$ cat src/rtl/lc3_ctrl_pkg.sv
// rtl/lc3_ctrl_pkg.sv - LC-3 sequencer state codes, opcodes and datapath select encodings
package lc3_ctrl_pkg;

  typedef logic [4:0] state_t;

  localparam state_t S_IDLE      = 5'd0;
  localparam state_t S_FETCH_MAR = 5'd1;
  localparam state_t S_FETCH_PC  = 5'd2;
  localparam state_t S_FETCH_MEM = 5'd3;
  localparam state_t S_FETCH_IR  = 5'd4;
  localparam state_t S_DECODE    = 5'd5;
  localparam state_t S_ALU       = 5'd6;
  localparam state_t S_LEA       = 5'd7;
  localparam state_t S_BR        = 5'd8;
  localparam state_t S_JMP       = 5'd9;
  localparam state_t S_JSR       = 5'd10;
  localparam state_t S_ADDR      = 5'd11;
  localparam state_t S_IND_MEM   = 5'd12;
  localparam state_t S_IND_MAR   = 5'd13;
  localparam state_t S_DATA_MEM  = 5'd14;
  localparam state_t S_LD_REG    = 5'd15;
  localparam state_t S_ST_MDR    = 5'd16;
  localparam state_t S_ST_MEM    = 5'd17;
  localparam state_t S_HALT      = 5'd18;
  localparam state_t S_ERR       = 5'd19;

  localparam logic [3:0] OP_BR   = 4'b0000;
  localparam logic [3:0] OP_ADD  = 4'b0001;
  localparam logic [3:0] OP_LD   = 4'b0010;
  localparam logic [3:0] OP_ST   = 4'b0011;
  localparam logic [3:0] OP_JSR  = 4'b0100;
  localparam logic [3:0] OP_AND  = 4'b0101;
  localparam logic [3:0] OP_LDR  = 4'b0110;
  localparam logic [3:0] OP_STR  = 4'b0111;
  localparam logic [3:0] OP_NOT  = 4'b1001;
  localparam logic [3:0] OP_LDI  = 4'b1010;
  localparam logic [3:0] OP_STI  = 4'b1011;
  localparam logic [3:0] OP_JMP  = 4'b1100;
  localparam logic [3:0] OP_LEA  = 4'b1110;
  localparam logic [3:0] OP_TRAP = 4'b1111;

  localparam logic [1:0] ALUK_NOT   = 2'd0;
  localparam logic [1:0] ALUK_AND   = 2'd1;
  localparam logic [1:0] ALUK_ADD   = 2'd2;
  localparam logic [1:0] ALUK_PASSA = 2'd3;

  localparam logic [1:0] A2M_OFF11 = 2'd0;
  localparam logic [1:0] A2M_OFF9  = 2'd1;
  localparam logic [1:0] A2M_OFF6  = 2'd2;
  localparam logic [1:0] A2M_ZERO  = 2'd3;

  localparam logic [1:0] PCMUX_ADDER = 2'd0;
  localparam logic [1:0] PCMUX_BUS   = 2'd1;
  localparam logic [1:0] PCMUX_INC   = 2'd2;

  localparam int CC_N = 2;
  localparam int CC_Z = 1;
  localparam int CC_P = 0;

  function automatic logic is_mem_state(input state_t s);
    return (s == S_FETCH_MEM) || (s == S_IND_MEM) || (s == S_DATA_MEM) || (s == S_ST_MEM);
  endfunction

  function automatic logic [1:0] alu_op(input logic [3:0] opcode);
    case (opcode)
      OP_ADD:  return ALUK_ADD;
      OP_AND:  return ALUK_AND;
      default: return ALUK_NOT;
    endcase
  endfunction

endpackage

$ cat src/rtl/lc3_mem_wait.sv
// rtl/lc3_mem_wait.sv - mem_ready handshake with consecutive-wait timeout counter
// start is held high for every cycle spent in a memory state.
module lc3_mem_wait #(
  parameter int MEM_TIMEOUT = 16
) (
  input  logic clk,
  input  logic rst_n,
  input  logic start,
  input  logic mem_ready,
  output logic done,
  output logic timeout
);

  localparam int TMO_W = $clog2(MEM_TIMEOUT + 1);
  localparam int CNT_W = (TMO_W > 0) ? TMO_W : 1;

  logic [CNT_W-1:0] cnt_q, cnt_d;

  assign done = start & mem_ready;
  // Ready on the limit cycle completes the access; only a low limit cycle times out.
  assign timeout = (MEM_TIMEOUT != 0) & start & ~mem_ready & (cnt_q == CNT_W'(MEM_TIMEOUT));

  always_comb begin
    cnt_d = '0;
    if (start && !mem_ready && !timeout) cnt_d = cnt_q + CNT_W'(1);
  end

  always_ff @(posedge clk or negedge rst_n) begin
    if (!rst_n) cnt_q <= '0;
    else        cnt_q <= cnt_d;
  end

endmodule

$ cat src/rtl/lc3_seq_ctrl.sv
// rtl/lc3_seq_ctrl.sv - LC-3 clocked control sequencer owning every datapath strobe
// Define LC3_CTRL_JSR_EN to execute opcode 0100 as JSR/JSRR; otherwise it is illegal.
module lc3_seq_ctrl
  import lc3_ctrl_pkg::*;
#(
  parameter int MEM_TIMEOUT = 16
) (
  input  logic        clk,
  input  logic        rst_n,
  input  logic        run,
  input  logic [15:0] ir,
  input  logic [2:0]  cc,
  input  logic        mem_ready,
  output logic        ld_ir,
  output logic        ld_reg,
  output logic        gate_alu,
  output logic        a1m_sel,
  output logic        ld_pc,
  output logic        gate_pc,
  output logic        marmux_sel,
  output logic        gate_marmux,
  output logic        ld_cc,
  output logic        ld_mar,
  output logic        ld_mdr,
  output logic        mem_en,
  output logic        mem_rw,
  output logic        gate_mdr,
  output logic [2:0]  dr,
  output logic [2:0]  sr1,
  output logic [2:0]  sr2,
  output logic [1:0]  aluk,
  output logic [1:0]  a2m_sel,
  output logic [1:0]  pcmux_sel,
  output logic        instr_done,
  output logic        halted,
  output logic        err,
  output logic [4:0]  state
);

  state_t     state_q, state_d, next_instr;
  logic [3:0] opcode;
  logic       mem_done, mem_timeout, br_taken, base_rel, unused_ir;

  assign opcode     = ir[15:12];
  assign unused_ir  = ^ir[5:3];
  assign br_taken   = (ir[11] & cc[CC_N]) | (ir[10] & cc[CC_Z]) | (ir[9] & cc[CC_P]);
  assign base_rel   = (opcode == OP_LDR) || (opcode == OP_STR);
  assign next_instr = run ? S_FETCH_MAR : S_IDLE;
  assign state      = state_q;
  assign halted     = (state_q == S_HALT);
  assign err        = (state_q == S_ERR);

  lc3_mem_wait #(.MEM_TIMEOUT(MEM_TIMEOUT)) u_mem_wait (
    .clk       (clk),
    .rst_n     (rst_n),
    .start     (is_mem_state(state_q)),
    .mem_ready (mem_ready),
    .done      (mem_done),
    .timeout   (mem_timeout)
  );

  always_comb begin
    state_d = state_q;
    case (state_q)
      S_IDLE:      if (run) state_d = S_FETCH_MAR;
      S_FETCH_MAR: state_d = S_FETCH_PC;
      S_FETCH_PC:  state_d = S_FETCH_MEM;
      S_FETCH_MEM: if (mem_done) state_d = S_FETCH_IR; else if (mem_timeout) state_d = S_ERR;
      S_FETCH_IR:  state_d = S_DECODE;
      S_DECODE: begin
        case (opcode)
          OP_ADD, OP_AND, OP_NOT:                   state_d = S_ALU;
          OP_LEA:                                   state_d = S_LEA;
          OP_BR:                                    state_d = S_BR;
          OP_JMP:                                   state_d = S_JMP;
`ifdef LC3_CTRL_JSR_EN
          OP_JSR:                                   state_d = S_JSR;
`else
          OP_JSR:                                   state_d = S_ERR;
`endif
          OP_LD, OP_LDR, OP_LDI, OP_ST, OP_STR, OP_STI: state_d = S_ADDR;
          OP_TRAP:                                  state_d = S_HALT;
          default:                                  state_d = S_ERR;
        endcase
      end
      S_ALU, S_LEA, S_BR, S_JMP, S_JSR, S_LD_REG: state_d = next_instr;
      S_ADDR: begin
        if (opcode == OP_LDI || opcode == OP_STI)     state_d = S_IND_MEM;
        else if (opcode == OP_LD || opcode == OP_LDR) state_d = S_DATA_MEM;
        else                                          state_d = S_ST_MDR;
      end
      S_IND_MEM:  if (mem_done) state_d = S_IND_MAR; else if (mem_timeout) state_d = S_ERR;
      S_IND_MAR:  state_d = (opcode == OP_LDI) ? S_DATA_MEM : S_ST_MDR;
      S_DATA_MEM: if (mem_done) state_d = S_LD_REG; else if (mem_timeout) state_d = S_ERR;
      S_ST_MDR:   state_d = S_ST_MEM;
      S_ST_MEM:   if (mem_done) state_d = next_instr; else if (mem_timeout) state_d = S_ERR;
      S_HALT, S_ERR: state_d = state_q;
      default:    state_d = S_ERR;
    endcase
  end

  always_comb begin
    {ld_ir, ld_reg, gate_alu, a1m_sel, ld_pc, gate_pc, marmux_sel, gate_marmux} = '0;
    {ld_cc, ld_mar, ld_mdr, mem_en, mem_rw, gate_mdr, instr_done} = '0;
    dr        = 3'd0;
    sr1       = 3'd0;
    sr2       = 3'd0;
    aluk      = ALUK_NOT;
    a2m_sel   = A2M_OFF11;
    pcmux_sel = PCMUX_ADDER;
    case (state_q)
      S_FETCH_MAR: begin gate_pc = 1'b1; ld_mar = 1'b1; end
      S_FETCH_PC:  begin pcmux_sel = PCMUX_INC; ld_pc = 1'b1; end
      S_FETCH_MEM, S_IND_MEM, S_DATA_MEM: begin mem_en = 1'b1; ld_mdr = 1'b1; end
      S_FETCH_IR:  begin gate_mdr = 1'b1; ld_ir = 1'b1; end
      S_ALU: begin
        sr1 = ir[8:6]; sr2 = ir[2:0]; dr = ir[11:9]; aluk = alu_op(opcode);
        gate_alu = 1'b1; ld_reg = 1'b1; ld_cc = 1'b1; instr_done = 1'b1;
      end
      S_LEA: begin
        a1m_sel = 1'b1; a2m_sel = A2M_OFF9; marmux_sel = 1'b1; gate_marmux = 1'b1;
        dr = ir[11:9]; ld_reg = 1'b1; instr_done = 1'b1;
      end
      S_BR: begin
        instr_done = 1'b1;
        if (br_taken) begin a1m_sel = 1'b1; a2m_sel = A2M_OFF9; ld_pc = 1'b1; end
      end
      S_JMP: begin sr1 = ir[8:6]; a2m_sel = A2M_ZERO; ld_pc = 1'b1; instr_done = 1'b1; end
      // R7 takes the bus (old PC) while PC takes the adder, so JSRR R7 sees the old R7.
      S_JSR: begin
        gate_pc = 1'b1; ld_reg = 1'b1; dr = 3'd7; ld_pc = 1'b1; instr_done = 1'b1;
        if (ir[11]) begin a1m_sel = 1'b1; a2m_sel = A2M_OFF11; end
        else begin sr1 = ir[8:6]; a2m_sel = A2M_ZERO; end
      end
      S_ADDR: begin
        marmux_sel = 1'b1; gate_marmux = 1'b1; ld_mar = 1'b1;
        if (base_rel) begin sr1 = ir[8:6]; a2m_sel = A2M_OFF6; end
        else begin a1m_sel = 1'b1; a2m_sel = A2M_OFF9; end
      end
      S_IND_MAR: begin gate_mdr = 1'b1; ld_mar = 1'b1; end
      S_LD_REG: begin
        gate_mdr = 1'b1; ld_reg = 1'b1; ld_cc = 1'b1; dr = ir[11:9]; instr_done = 1'b1;
      end
      S_ST_MDR: begin sr1 = ir[11:9]; aluk = ALUK_PASSA; gate_alu = 1'b1; ld_mdr = 1'b1; end
      S_ST_MEM: begin mem_en = 1'b1; mem_rw = 1'b1; instr_done = mem_done; end
      default: ;
    endcase
  end

  always_ff @(posedge clk or negedge rst_n) begin
    if (!rst_n) state_q <= S_IDLE;
    else        state_q <= state_d;
  end

endmodule

$ cat config.mk
export PLATFORM = sky130hd
export DESIGN_NAME = lc3_seq_ctrl
export DESIGN_NICKNAME = d
export VERILOG_FILES = /design/src/rtl/lc3_ctrl_pkg.sv /design/src/rtl/lc3_mem_wait.sv /design/src/rtl/lc3_seq_ctrl.sv
export SDC_FILE = /design/constraint.sdc
export NUM_CORES = 1
export LEC_CHECK = 0
export CAP_MARGIN = 20
export CORE_AREA = 2 2 78 80
export CTS_BUF_LIST = sky130_fd_sc_hd__clkbuf_8
export DETAILED_ROUTE_END_ITERATION = 7
export DIE_AREA = 0 0 80 82
export PLACE_DENSITY_LB_ADDON = 0.05
export SLEW_MARGIN = 30
export SYNTH_ARGS = -nofsm -noshare
export SYNTH_HDL_FRONTEND = slang
export SYNTH_SLANG_ARGS = --single-unit
$ cat constraint.sdc
create_clock -name clk -period 1.6 [get_ports clk]
set_input_delay 0.4 -clock clk [delete_from_list [all_inputs] [get_ports clk]]
set_output_delay 0.4 -clock clk [all_outputs]
set_load 0.02 [all_outputs]
Figure 1. M3 wires (run 1).
Scale: 6 px per um.
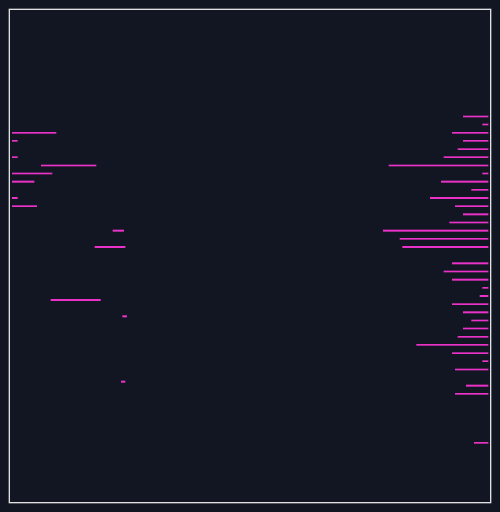
The longest straight run is 17.3 um. 43 nets have wire on it. The layer carries 247 um of wire. The wires run mostly horizontal.
DRT Wirelength: 5.91 mm
met3 usage: 1.65%

Figure 2. Clock distribution (run 1).
Scale: 4 px per um.
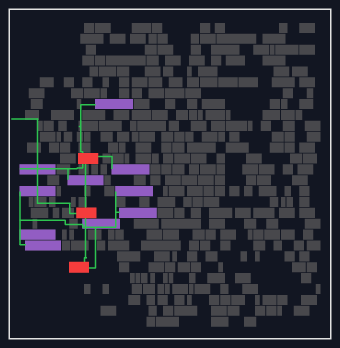
Key: green = clock wires [length 186 um]; purple = flip-flops [count 10]; red = clock-net drivers [count 3]
There are 4 routed clock nets.
clock-net power: 325 uW
Clk network pwr share: 6.7%

==> impl_metrics.csv, run 1 <==
group,metric,value,unit
detailed_routing,vias,1953,
sta,fin_skew,0.00238,ns
clocking,cts_buffers,3,
detailed_routing,drc,0,
clocking,htree_num_levels,1,
clocking,cts_resized,243,
logic_synthesis,synth-main-ff-cell,"dfrtp_1",
min_path,hold_class,"flip-flop to flip-flop",
power,pg_comb,4.12,mW
outcome,violations,"negative setup slack",
sta,rsz0062_at_grt,"yes",
detailed_routing,drt-pass1-iter-count,4,
sta,setup_slack,-0.513,ns
sta,setup-violations-final,37,
placement,place_ws,-1.09,ns
global_route,grt_pass1_wl,9.07,mm
logic_synthesis,ys.flops,10,
global_route,grt_usage,17.4,%
worst_setup_path,critPathBufInv,1,
worst_setup_path,r2r-end,"state[4]",
detailed_routing,dr.first_iter.drc_count,58,
worst_setup_path,crit_path_end_kind,"output port",
outcome,status,"finished with violations",
worst_setup_path,path_delay_family,"AND-OR/OR-AND gates",
layout,final_area,3250,um^2
detailed_routing,via_per_inst,4.83,
global_route,grt-busiest-layer,"met2",
worst_setup_path,critical_path_class,"flip-flop to output port",
job,warnings,33,
layout,seq_area,256,um^2
logic_synthesis,xor_share,3.83,%
detailed_routing,top_layer_used,"met4",
clocking,hold_buffers,0,
power,p_seq,432,uW
sta,timing.setup.tns,-11.81,ns
sta,whs,0.483,ns
layout,layout_top_cells,"66 x buf_4, 49 x buf_6, 13 x nor2_1, 10 x clkdlybuf4s50_1",
layout,lay_top_count,"buf_4",
logic_synthesis,synthSimpleGateAreaFrac,35.3,%
logic_synthesis,top_logic_kind,"simple AND/OR/NAND/NOR gates",
logic_synthesis,most_common_cell,"nor2_1",
detailed_routing,wl_met1,2.65,mm
placement,place_area,2600,um^2
layout,n_all_buffers,140,
min_path,min_from,"u_mem_wait.cnt_q[0]",
layout,final_layout_size_suffix_gt1_share,66.9,%
global_route,met1_usage,22.4,%
worst_setup_path,cp.depth,5,
worst_setup_path,crit_slowest_cell,"or3_4",
placement,port_buffers,55,
layout,fin_util,56.6,%
layout,fill_cells,551,
Figure 3. Clock wiring as the flow saved it (run 1).
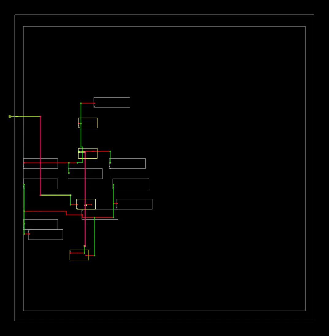
Latency at later pin: 0.24 ns
Seq cells: 10
count of clock buffers in the final design: 4
clock sink count: 10

Figure 4. Sizing map (run 1).
Scale: 6 px per um.
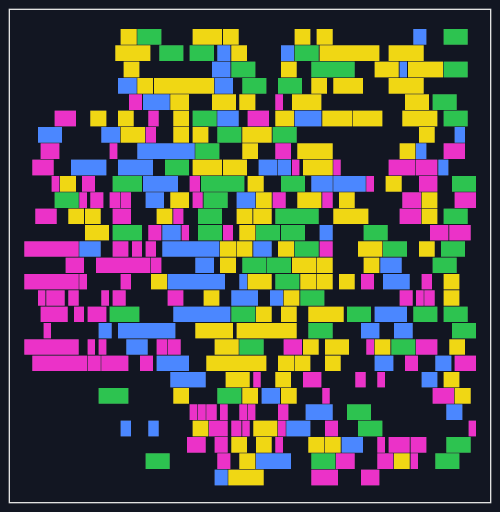

==> inputs of run 2 (changes only) <==
--- a/config.mk
+++ b/config.mk
@@ -6,10 +6,11 @@
 export NUM_CORES = 1
 export LEC_CHECK = 0
 export CAP_MARGIN = 20
-export CORE_AREA = 2 2 78 80
+export CORE_AREA = 2 2 63 65
 export CTS_BUF_LIST = sky130_fd_sc_hd__clkbuf_8
 export DETAILED_ROUTE_END_ITERATION = 7
-export DIE_AREA = 0 0 80 82
+export DIE_AREA = 0 0 65 67
+export HOLD_SLACK_MARGIN = 0.12
 export PLACE_DENSITY_LB_ADDON = 0.05
 export SLEW_MARGIN = 30
 export SYNTH_ARGS = -nofsm -noshare
Figure 5. Sizing map (run 2).
Scale: 8 px per um.
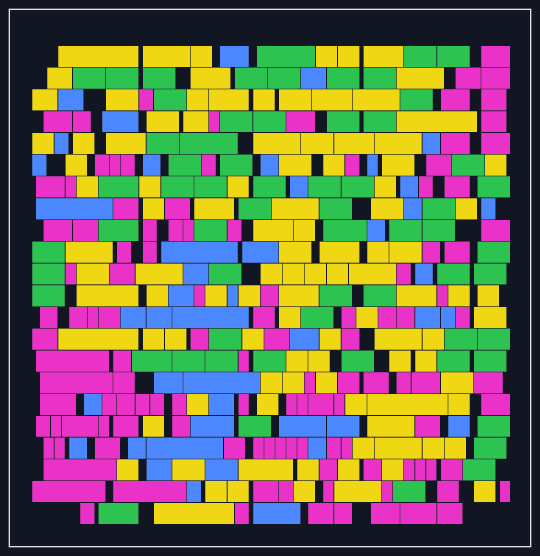
Key: yellow = x3 and x4 [cells 104]; green = x6 and larger [cells 62]; blue = x2 [cells 44]; magenta = x1 and smaller [cells 118]
Buffers excl. clock: 139
setup ws final: -0.603 ns
final instance area: 3240 um^2
Layout area overhead: 136%

==> run 2 against run 1 <==
  * The flow still finishes with violations (negative setup slack)
  * Sequential share of layout area hardly changed
  * Critical path depth is 1 higher
  * Setup slack worse by 0.090 ns
  * First-iteration DRC count went up to 3.1 times the previous value
  * Register-to-register slack worse by 0.28 ns
  * Power is 8.5% higher
  * Fmax is 4.1% lower
  * Wire length is 28% higher
  * Hold slack worse by 0.0077 ns
  * Critical path type unchanged
  * Largest power group unchanged
==> impl_metrics.csv, run 2 <==
group,metric,value,unit
clocking,clock-sinks,10,
power,p_seq,448,uW
logic_synthesis,ys.flops,10,
logic_synthesis,synthCells,207,
logic_synthesis,most_common_cell,"nor2_1",
clocking,cts_setup_buffers,16,
detailed_routing,wl_per_cell,20.2,um
worst_setup_path,startpoint,"state[3]",
layout,fin_util,89.8,%
placement,place_ws,-1.06,ns
detailed_routing,wl,7.58,mm
clocking,htree_num_levels,1,
layout,clkbuf_count,4,
logic_synthesis,xor_share,3.83,%
worst_setup_path,critical_path_class,"flip-flop to output port",
power,p_clk_share,6.3,%
outcome,status,"finished with violations",
placement,place_area,2530,um^2
sta,setup_slack,-0.603,ns
global_route,grt-busiest-layer,"met2",
detailed_routing,top_layer_used,"met4",
layout,nFlopsAndLatches,10,
logic_synthesis,top_logic_kind,"simple AND/OR/NAND/NOR gates",
job,warnings,33,
worst_setup_path,critPathBufInv,2,
layout,final_layout_size_suffix_gt1_share,64.0,%
sta,timing.setup.tns,-16.62,ns
worst_setup_path,r2r-end,"state[4]",
worst_setup_path,cp.depth,6,
worst_setup_path,critPathMaxStageDelay,0.43,ns
global_route,use_met3,4.22,%
layout,fill_cells,167,
layout,comb_area,1520,um^2
min_path,hold_class,"input port to async pin",
detailed_routing,wl_met2,3.78,mm
layout,layout_top_cells,"57 x buf_4, 55 x buf_6, 14 x nor2_1, 10 x clkdlybuf4s50_1",
layout,seq_area,256,um^2
detailed_routing,drc,0,
global_route,grt_usage,31.3,%
power,pg_comb,4.51,mW
worst_setup_path,crit_path_end_kind,"output port",
sta,setup-violations-final,43,
detailed_routing,via_per_inst,5.92,
logic_synthesis,synth-main-ff-cell,"dfrtp_1",
sta,rsz0062_at_grt,"yes",
detailed_routing,vias,2225,
worst_setup_path,crit_slowest_cell,"or3_4",
sta,timing.final.crit_share,138,%
global_route,grt_pass1_wl,10.5,mm
logic_synthesis,synth_warnings,0,
global_route,met1_usage,36.1,%
detailed_routing,wl_met1,2.78,mm
outcome,violations,"negative setup slack",
placement,place_congestion,0.887,
detailed_routing,drt-pass1-iter-count,5,
placement,port_buffers,55,
layout,lay_top_count,"buf_4",
Figure 6. Clock wiring as the flow saved it (run 2).
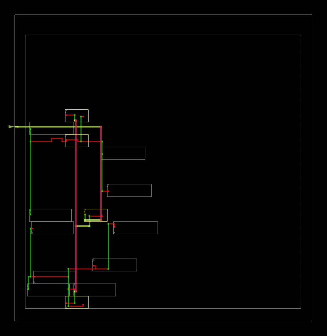
Max Clock Skew: 0.000344 ns
clock-net power: 335 uW
cts bufs inserted: 3
Latency at later pin: 0.25 ns

==> inputs of run 3 (changes only) <==
--- a/config.mk
+++ b/config.mk
@@ -5,6 +5,7 @@
 export SDC_FILE = /design/constraint.sdc
 export NUM_CORES = 1
 export LEC_CHECK = 0
+export ABC_AREA = 0
 export CAP_MARGIN = 20
 export CORE_AREA = 2 2 63 65
 export CTS_BUF_LIST = sky130_fd_sc_hd__clkbuf_8
Figure 7. M3 wires (run 3).
Scale: 8 px per um.
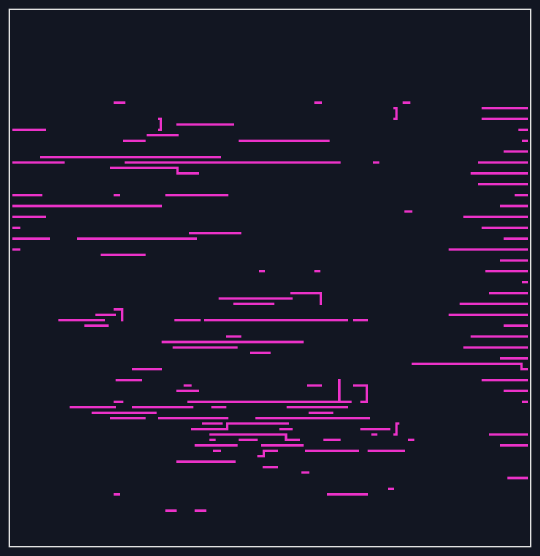
The longest straight run is 26.7 um. The wires run mostly horizontal. 86 nets have wire on it. The layer carries 579 um of wire.
met3 usage: 4.22%
via count: 2225

Figure 8. Clock wiring as the flow saved it (run 3).
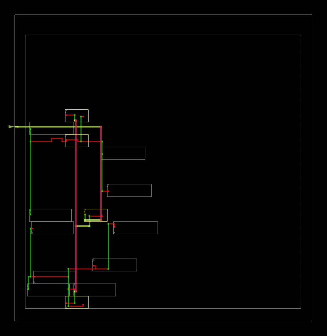

==> run 3 against run 2 <==
  * The flow still finishes with violations (negative setup slack)
  * Non-clock buffer count is the same
  * Combinational power is essentially flat
  * Via count is the same
  * Clock power is essentially flat
  * Count of clock-buffer cells in the layout is the same
  * Wire length is the same
  * Global-route usage is the same
  * Synthesized cell count is the same
  * Clock skew is the same
  * Power is the same
  * Critical path type unchanged
  * Largest cell class unchanged
  * Largest power group unchanged
==> impl_metrics.csv, run 3 <==
group,metric,value,unit
outcome,status,"finished with violations",
outcome,violations,"negative setup slack",
worst_setup_path,r2r-end,"state[4]",
layout,comb_area,1520,um^2
sta,fin_skew,0.000344,ns
layout,syn2layout_area_growth,136,%
worst_setup_path,critical_path_class,"flip-flop to output port",
clocking,clkLatencyLatePin,0.25,ns
clocking,cts_buffers,3,
clocking,cts_tree,"yes",
layout,lay_top_count,"buf_4",
clocking,cts_setup_buffers,16,
power,power.largest_group,"combinational logic",
placement,port_buffers,55,
global_route,met1_usage,36.1,%
logic_synthesis,xor_share,3.83,%
clocking,htree_num_levels,1,
power,pg_clk,335,uW
min_path,hold_class,"input port to async pin",
detailed_routing,wl_met2,3.78,mm
sta,setup-violations-final,43,
sta,timing.final.crit_share,138,%
worst_setup_path,critPathMaxStageDelay,0.43,ns
worst_setup_path,crit_slowest_cell,"or3_4",
power,pg_comb,4.51,mW
worst_setup_path,cp.depth,6,
global_route,grt_pass1_wl,10.5,mm
layout,fill_cells,167,
worst_setup_path,crit_path_end_kind,"output port",
layout,nFlopsAndLatches,10,
layout,fin_util,89.8,%
layout,layout_top_cells,"57 x buf_4, 55 x buf_6, 14 x nor2_1, 10 x clkdlybuf4s50_1",
job,warnings,33,
logic_synthesis,synth-main-ff-cell,"dfrtp_1",
sta,timing.setup.tns,-16.62,ns
clocking,hold_buffers,0,
logic_synthesis,most_common_cell,"nor2_1",
logic_synthesis,top_logic_kind,"simple AND/OR/NAND/NOR gates",
die,dieArea,4360,um^2
detailed_routing,wl_per_cell,20.2,um
clocking,cts_resized,273,
detailed_routing,wl_met3,578,um
sta,rsz0062_at_grt,"yes",
detailed_routing,wl_met1,2.78,mm
sta,whs,0.476,ns
layout,clkbuf_count,4,
layout,seq_area,256,um^2
logic_synthesis,ys.flops,10,
layout,n_all_buffers,139,
power,power.total,5.29,mW
power,p_clk_share,6.3,%
detailed_routing,dr.first_iter.drc_count,177,
placement,place_area,2530,um^2
detailed_routing,via_per_inst,5.92,
placement,place_ws,-1.06,ns
worst_setup_path,rr_worst_depth,12,
worst_setup_path,startpoint,"state[3]",
die,rows,22,
logic_synthesis,synthCells,207,
placement,place_congestion,0.887,
power,p_seq,448,uW
global_route,grt_usage,31.3,%
detailed_routing,top_layer_used,"met4",
clocking,clock-sinks,10,
global_route,grt-busiest-layer,"met2",
power,peakVddDrop,1510,uV
layout,clock_cell_area_share,1.70,%
detailed_routing,drc,0,
die,ios,60,
layout,final_layout_size_suffix_gt1_share,64.0,%
logic_synthesis,synth_warnings,0,
logic_synthesis,synthSimpleGateAreaFrac,35.3,%
sta,setup_slack,-0.603,ns
worst_setup_path,critPathBufInv,2,
global_route,grt_max_degree,18,
worst_setup_path,path_delay_family,"simple AND/OR/NAND/NOR gates",
layout,final_area,3240,um^2
detailed_routing,drt-pass1-iter-count,5,
detailed_routing,wl,7.58,mm
worst_setup_path,crit_required,1.20,ns

==> layout pictures side by side <==
Wiring heat map.
picture 1
Scale: 4 px per um. The die is cut into 16 by 16 equal tiles; black is low, pale yellow is high, scaled to the fullest tile. Values are wire area over tile area, all layers added.
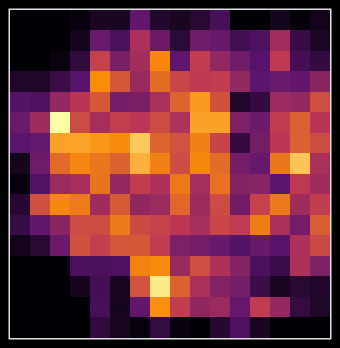
picture 2
Scale: 6 px per um. The die is cut into 13 by 13 equal tiles; black is low, pale yellow is high, scaled to the fullest tile. Values are wire area over tile area, all layers added.
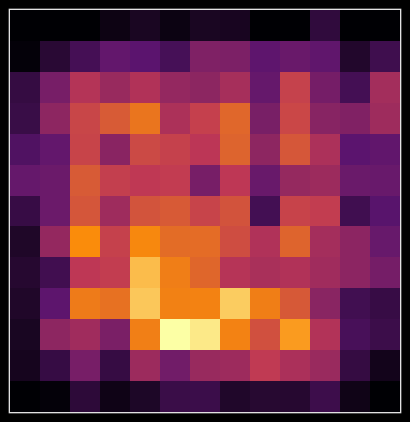
Of these, largest die: picture 1
Run 3 is picture 2.
Run 1 is picture 1.

Key to picture 1:
12% of the tiles are nearly empty. The densest ninth of the die: centre. The emptiest ninth of the die: lower left. The mean over all tiles is 0.14.

Power and IR drop assume default switching activity.
